Cell density map:
(3 px per µm) The die is cut into 14 by 14 equal tiles; black is low, pale yellow is high, 0 to 100% covered.
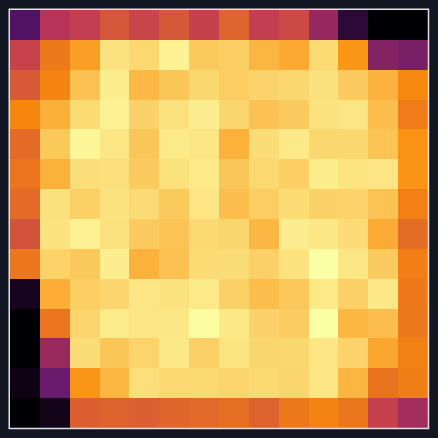
Clock routing:
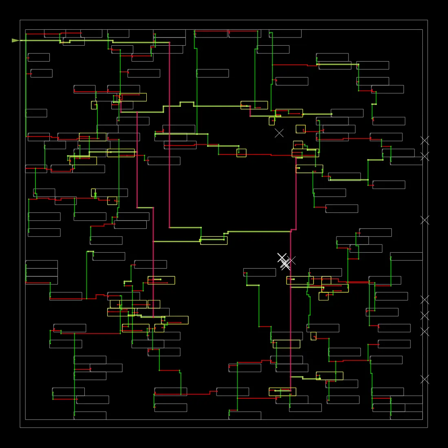
Met2 routing:
(3 px per µm)
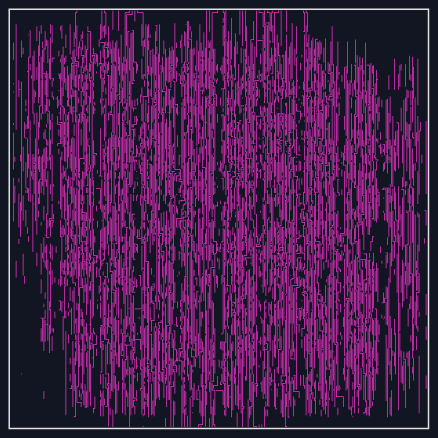
Power grid:
(3 px per µm) Pins as bars on the die edge.
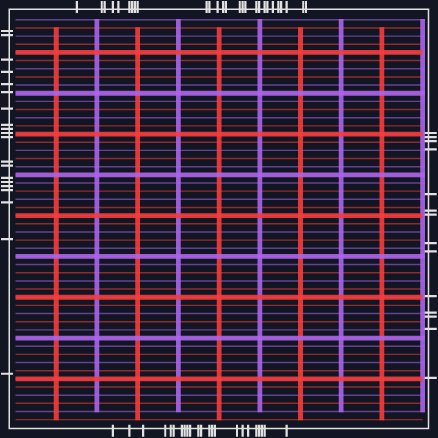
Sequential cells grouped by signal name:
(3 px per µm)
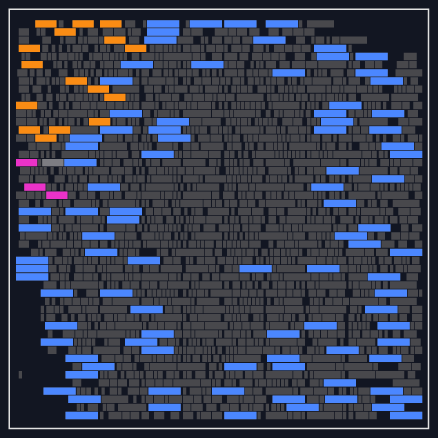
==> src/rtl/hazard_scoreboard.sv <==
// Central decode/execute hazard controller: per-register result countdowns,
// stall/bubble/accept decision for the decoded instruction, and IF/ID flush sequencing.
module hazard_scoreboard #(
    parameter int NREG         = 32,
    parameter int LAT_W        = 3,
    parameter int FLUSH_CYCLES = 2
) (
    input  logic             CLK,
    input  logic             reset,
    input  logic             issue_valid,
    input  logic [4:0]       issue_rd,
    input  logic [4:0]       issue_rs1,
    input  logic [4:0]       issue_rs2,
    input  logic             issue_use_rs1,
    input  logic             issue_use_rs2,
    input  logic             issue_wb,
    input  logic [LAT_W-1:0] issue_latency,
    input  logic             wb_en,
    input  logic [4:0]       wb_rd,
    input  logic             branch_taken,
    input  logic             mem_busy,
    output logic             stall_o,
    output logic             bubble_o,
    output logic             flush_o,
    output logic             issue_ack,
    output logic [NREG-1:0]  busy_mask,
    output logic [15:0]      stall_count
);

    typedef enum logic [0:0] {
        S_IDLE  = 1'b0,
        S_FLUSH = 1'b1
    } state_t;

    localparam logic [2:0] FLUSH_LOAD = 3'(FLUSH_CYCLES - 1);

    logic [LAT_W-1:0] r_cnt [NREG];
    state_t           r_state;
    state_t           w_state_nxt;
    logic [2:0]       r_fcnt;
    logic [2:0]       w_fcnt_nxt;
    logic [15:0]      r_stall_cnt;
    logic [NREG-1:0]  w_busy;
    logic             w_hazard;
    logic             w_flushing;
    logic             w_stall;
    logic             w_ack;

    // Busy vector; x0 can never hold a pending producer.
    always_comb begin
        w_busy = '0;
        for (int i = 1; i < NREG; i++) begin
            w_busy[i] = (r_cnt[i] != '0);
        end
    end

    // Issue decision: RAW on either source or WAW on the destination blocks acceptance.
    always_comb begin
        w_flushing = (r_state == S_FLUSH);
        w_hazard   = issue_valid & ((issue_use_rs1 & w_busy[issue_rs1]) |
                                    (issue_use_rs2 & w_busy[issue_rs2]) |
                                    (issue_wb      & w_busy[issue_rd]));
        w_stall    = !w_flushing & (mem_busy | w_hazard);
        w_ack      = issue_valid & !w_flushing & !mem_busy & !w_hazard;
    end

    assign stall_o     = w_stall;
    assign bubble_o    = !w_flushing & !mem_busy & w_hazard;
    assign flush_o     = w_flushing;
    assign issue_ack   = w_ack;
    assign busy_mask   = w_busy;
    assign stall_count = r_stall_cnt;

    // Countdown per register: new producer beats a same-cycle write-back clear.
    always_ff @(posedge CLK) begin
        if (reset) begin
            for (int i = 0; i < NREG; i++) begin
                r_cnt[i] <= '0;
            end
        end else begin
            r_cnt[0] <= '0;
            for (int i = 1; i < NREG; i++) begin
                if (w_ack && issue_wb && (issue_rd == 5'(i))) begin
                    r_cnt[i] <= issue_latency;
                end else if (wb_en && (wb_rd == 5'(i))) begin
                    r_cnt[i] <= '0;
                end else if (!mem_busy && (r_cnt[i] != '0)) begin
                    r_cnt[i] <= r_cnt[i] - LAT_W'(1);
                end else begin
                    r_cnt[i] <= r_cnt[i];
                end
            end
        end
    end

    // Flush sequencer next state; a new taken branch restarts the window.
    always_comb begin
        w_state_nxt = r_state;
        w_fcnt_nxt  = r_fcnt;
        case (r_state)
            S_IDLE: begin
                if (branch_taken) begin
                    w_state_nxt = S_FLUSH;
                    w_fcnt_nxt  = FLUSH_LOAD;
                end else begin
                    w_state_nxt = S_IDLE;
                end
            end
            S_FLUSH: begin
                if (branch_taken) begin
                    w_fcnt_nxt = FLUSH_LOAD;
                end else if (r_fcnt == 3'd0) begin
                    w_state_nxt = S_IDLE;
                end else begin
                    w_fcnt_nxt = r_fcnt - 3'd1;
                end
            end
            default: begin
                w_state_nxt = S_IDLE;
                w_fcnt_nxt  = 3'd0;
            end
        endcase
    end

    // Flush sequencer state register.
    always_ff @(posedge CLK) begin
        if (reset) begin
            r_state <= S_IDLE;
            r_fcnt  <= 3'd0;
        end else begin
            r_state <= w_state_nxt;
            r_fcnt  <= w_fcnt_nxt;
        end
    end

    // Saturating stalled-cycle counter.
    always_ff @(posedge CLK) begin
        if (reset) begin
            r_stall_cnt <= 16'd0;
        end else if (w_stall && (r_stall_cnt != 16'hFFFF)) begin
            r_stall_cnt <= r_stall_cnt + 16'd1;
        end else begin
            r_stall_cnt <= r_stall_cnt;
        end
    end

endmodule

==> config.mk <==
export PLATFORM = sky130hd
export DESIGN_NAME = hazard_scoreboard
export DESIGN_NICKNAME = d
export VERILOG_FILES = /design/src/rtl/hazard_scoreboard.sv
export SDC_FILE = /design/constraint.sdc
export NUM_CORES = 1
export LEC_CHECK = 0
export ABC_AREA = 1
export CAP_MARGIN = 25
export CORE_MARGIN = 1.5
export CORE_UTILIZATION = 54
export DETAILED_ROUTE_END_ITERATION = 8
export HOLD_SLACK_MARGIN = 0.05
export PLACE_DENSITY_LB_ADDON = 0.25
export SKIP_LAST_GASP = 1
export SLEW_MARGIN = 20
export SYNTH_ARGS = -nofsm -noshare
export SYNTH_HDL_FRONTEND = slang
export SYNTH_SLANG_ARGS = --single-unit
==> constraint.sdc <==
create_clock -name CLK -period 2.3 [get_ports CLK]
set_clock_uncertainty 0.15 [all_clocks]
set_input_delay 0.345 -clock CLK [delete_from_list [all_inputs] [get_ports CLK]]
set_output_delay 0.345 -clock CLK [all_outputs]
set_load 0.01 [all_outputs]
==> Changelog: implementation <==
### Implementation results

* Result of the run: complete, but fails checks
* Violated checks: DRC, setup timing
* Type of the worst setup path: flop to output pin
* XOR/XNOR share of the synthesized area at roughly 3.8%
* Ys async rst share at 0%
* Internal power of the cells at around 0.0056 W
* Area share of buffers outside the clock network at approximately 22%
* Number of iterations in the first detailed-routing pass at 9
* Detailed-routed wire length on met3 at 5.99 mm
* Top cells, area: sky130_fd_sc_hd__edfxtp_1, sky130_fd_sc_hd__nand2_1, sky130_fd_sc_hd__inv_1, sky130_fd_sc_hd__ha_1, sky130_fd_sc_hd__a21oi_1
* Endpoint of the lowest-slack register-to-register path: r_cnt[0][16]$_SDFFCE_PN0P_
* Detail-routed via count per cell at ~6.3
* Multi-input logic area at 7230 µm²
* Cts-stage hold buffer count at 0
* Met1 GRT Util at roughly 44%
* Start point of the critical path: r_cnt[0][7]$_SDFFCE_PN0P_
* Cell class contributing the biggest share of worst-path delay: simple AND/OR/NAND/NOR gates
* Synth area leader: sky130_fd_sc_hd__edfxtp_1
* Worst stage delay on the critical path at around 0.38 ns
* Timing endpoint of the critical path: stall_o
* Synth warn at 0
* Total net switching power at approximately 0.0032 W
* Clock Power Share at 30.2%
* Number of max-slew violations in the final report at 0
* Count of final setup violators at 224
* Cell Chain, Critical Path: inv_1 > ha_4 > nand2_4 > inv_2 > nand2_2 > nand3_2 > nand2_1 > nand2_1 > inv_2 > nand3_2 > nand2_2 > nand2_4 > nand2_4 > nor2_4 > o21ai_4 > and2_4 > buf_6
* Synth cell count leaders: sky130_fd_sc_hd__nand2_1, sky130_fd_sc_hd__inv_1, sky130_fd_sc_hd__nor2_1, sky130_fd_sc_hd__a21oi_1, sky130_fd_sc_hd__edfxtp_1
* Leading power group: combinational logic
* Most common cell after layout, fill and taps aside: sky130_fd_sc_hd__buf_4
* Aggregate negative setup slack at -93.68 ns
* Clock network area share at around 3.7%
* Sink of the worst hold path: r_fcnt[0]$_SDFFE_PP0P_
* Met1 routed wirelength after detailed routing at between 10 and 15 mm
* TritonCTS clock tree: yes
* Placed insts at between 1,500 and 2,000
* Combinational-cell power consumption at around 0.0035 W
* Top cells excl fill/tap: sky130_fd_sc_hd__buf_4, sky130_fd_sc_hd__nand2_1, sky130_fd_sc_hd__inv_1
* Top cell category: combinational gates
* Post-route fraction of the period consumed by the critical path at 126%
* Post-placement cell area at around 13,000 µm²
* Number of antenna violations at the first check in global routing at 2
* Met2 Routed Length at between 20 and 25 mm
* Multi-input combinational area share at between 40% and 50%
* Nets at between 1,500 and 2,000
* Slew Limit Headroom at between 30 and 40%
* Tap cells at between 200 and 250
* Transition time at the pin with the least slew margin at between 0.9 and 1 ns
* Register with the highest flop count: r_cnt
* Flip-flops with a built-in enable at roughly 93
* Count of endpoints failing hold in the final timing report at 0
* Post-CTS setup repair buffer count at 10
* Area of all placed cells without fillers at about 16,000 µm²
* Adder and majority cell fraction of the synthesized area at just over 8%
* Standby leakage power at 6.90 nW
* Share of total power in combinational logic at 40.2%
* Multi-input gates at a little under 1,000
* # Cells Yosys at around 1,400
* Slack of the worst reg-to-reg path at -0.57 ns
* PostCTS Resize Cnt at between 80 and 90
* Kind of end point of the critical path: output pin
* Setup slack after layout at -0.592 ns
* Min-Delay Startpoint: r_fcnt[0]$_SDFFE_PP0P_
* Input/output buffers at slightly above 80
* Number of remaining DRC errors at 21
* Fill cell count at ~840
* Levels on crit path at 17
## Picture notes: 'cell density map'
- nearly empty tiles: 2.6%
- fullest tile: 100%
- tiles over 75% full: 71%
- mean over tiles: 79%
post-layout util: 86.3%
starting density of the core: 55.4%
Core Region: 18,100 µm²

## Picture notes: 'clock routing'
Layout clock buffers: 20
FF+latch count: 113
Clock Latency Late Sink: 0.44 ns

## Picture notes: 'met2 routing'
- nets with wire on the layer: 1,657
- longest straight run: 58.8 µm
- share of all routed wire: 45%
- main direction: vertical
via count of the routed design: 12,700
GR met2 Demand/Resource: 61.3%
total wire length: 44.4 mm

## Picture notes: 'power grid'
- red: VSS
- purple: VDD
- signal pins: 84
- rows: 49
width of the die: 139 µm
Die Y: 139 µm
IR drop worst, VDD: 0.554 mV

## Picture notes: 'sequential cells grouped by signal name'
- blue: r_cnt (sequential cells 93; where spread over the die)
- magenta: r_fcnt (sequential cells 3)
- orange: stall_count (sequential cells 16; where upper left)
- not colored: 1
Flop area: 3190 µm²
flop share of the area: 20.5%
sequential group power: 0.00261 W

Power is estimated from default activity; no workload was simulated.
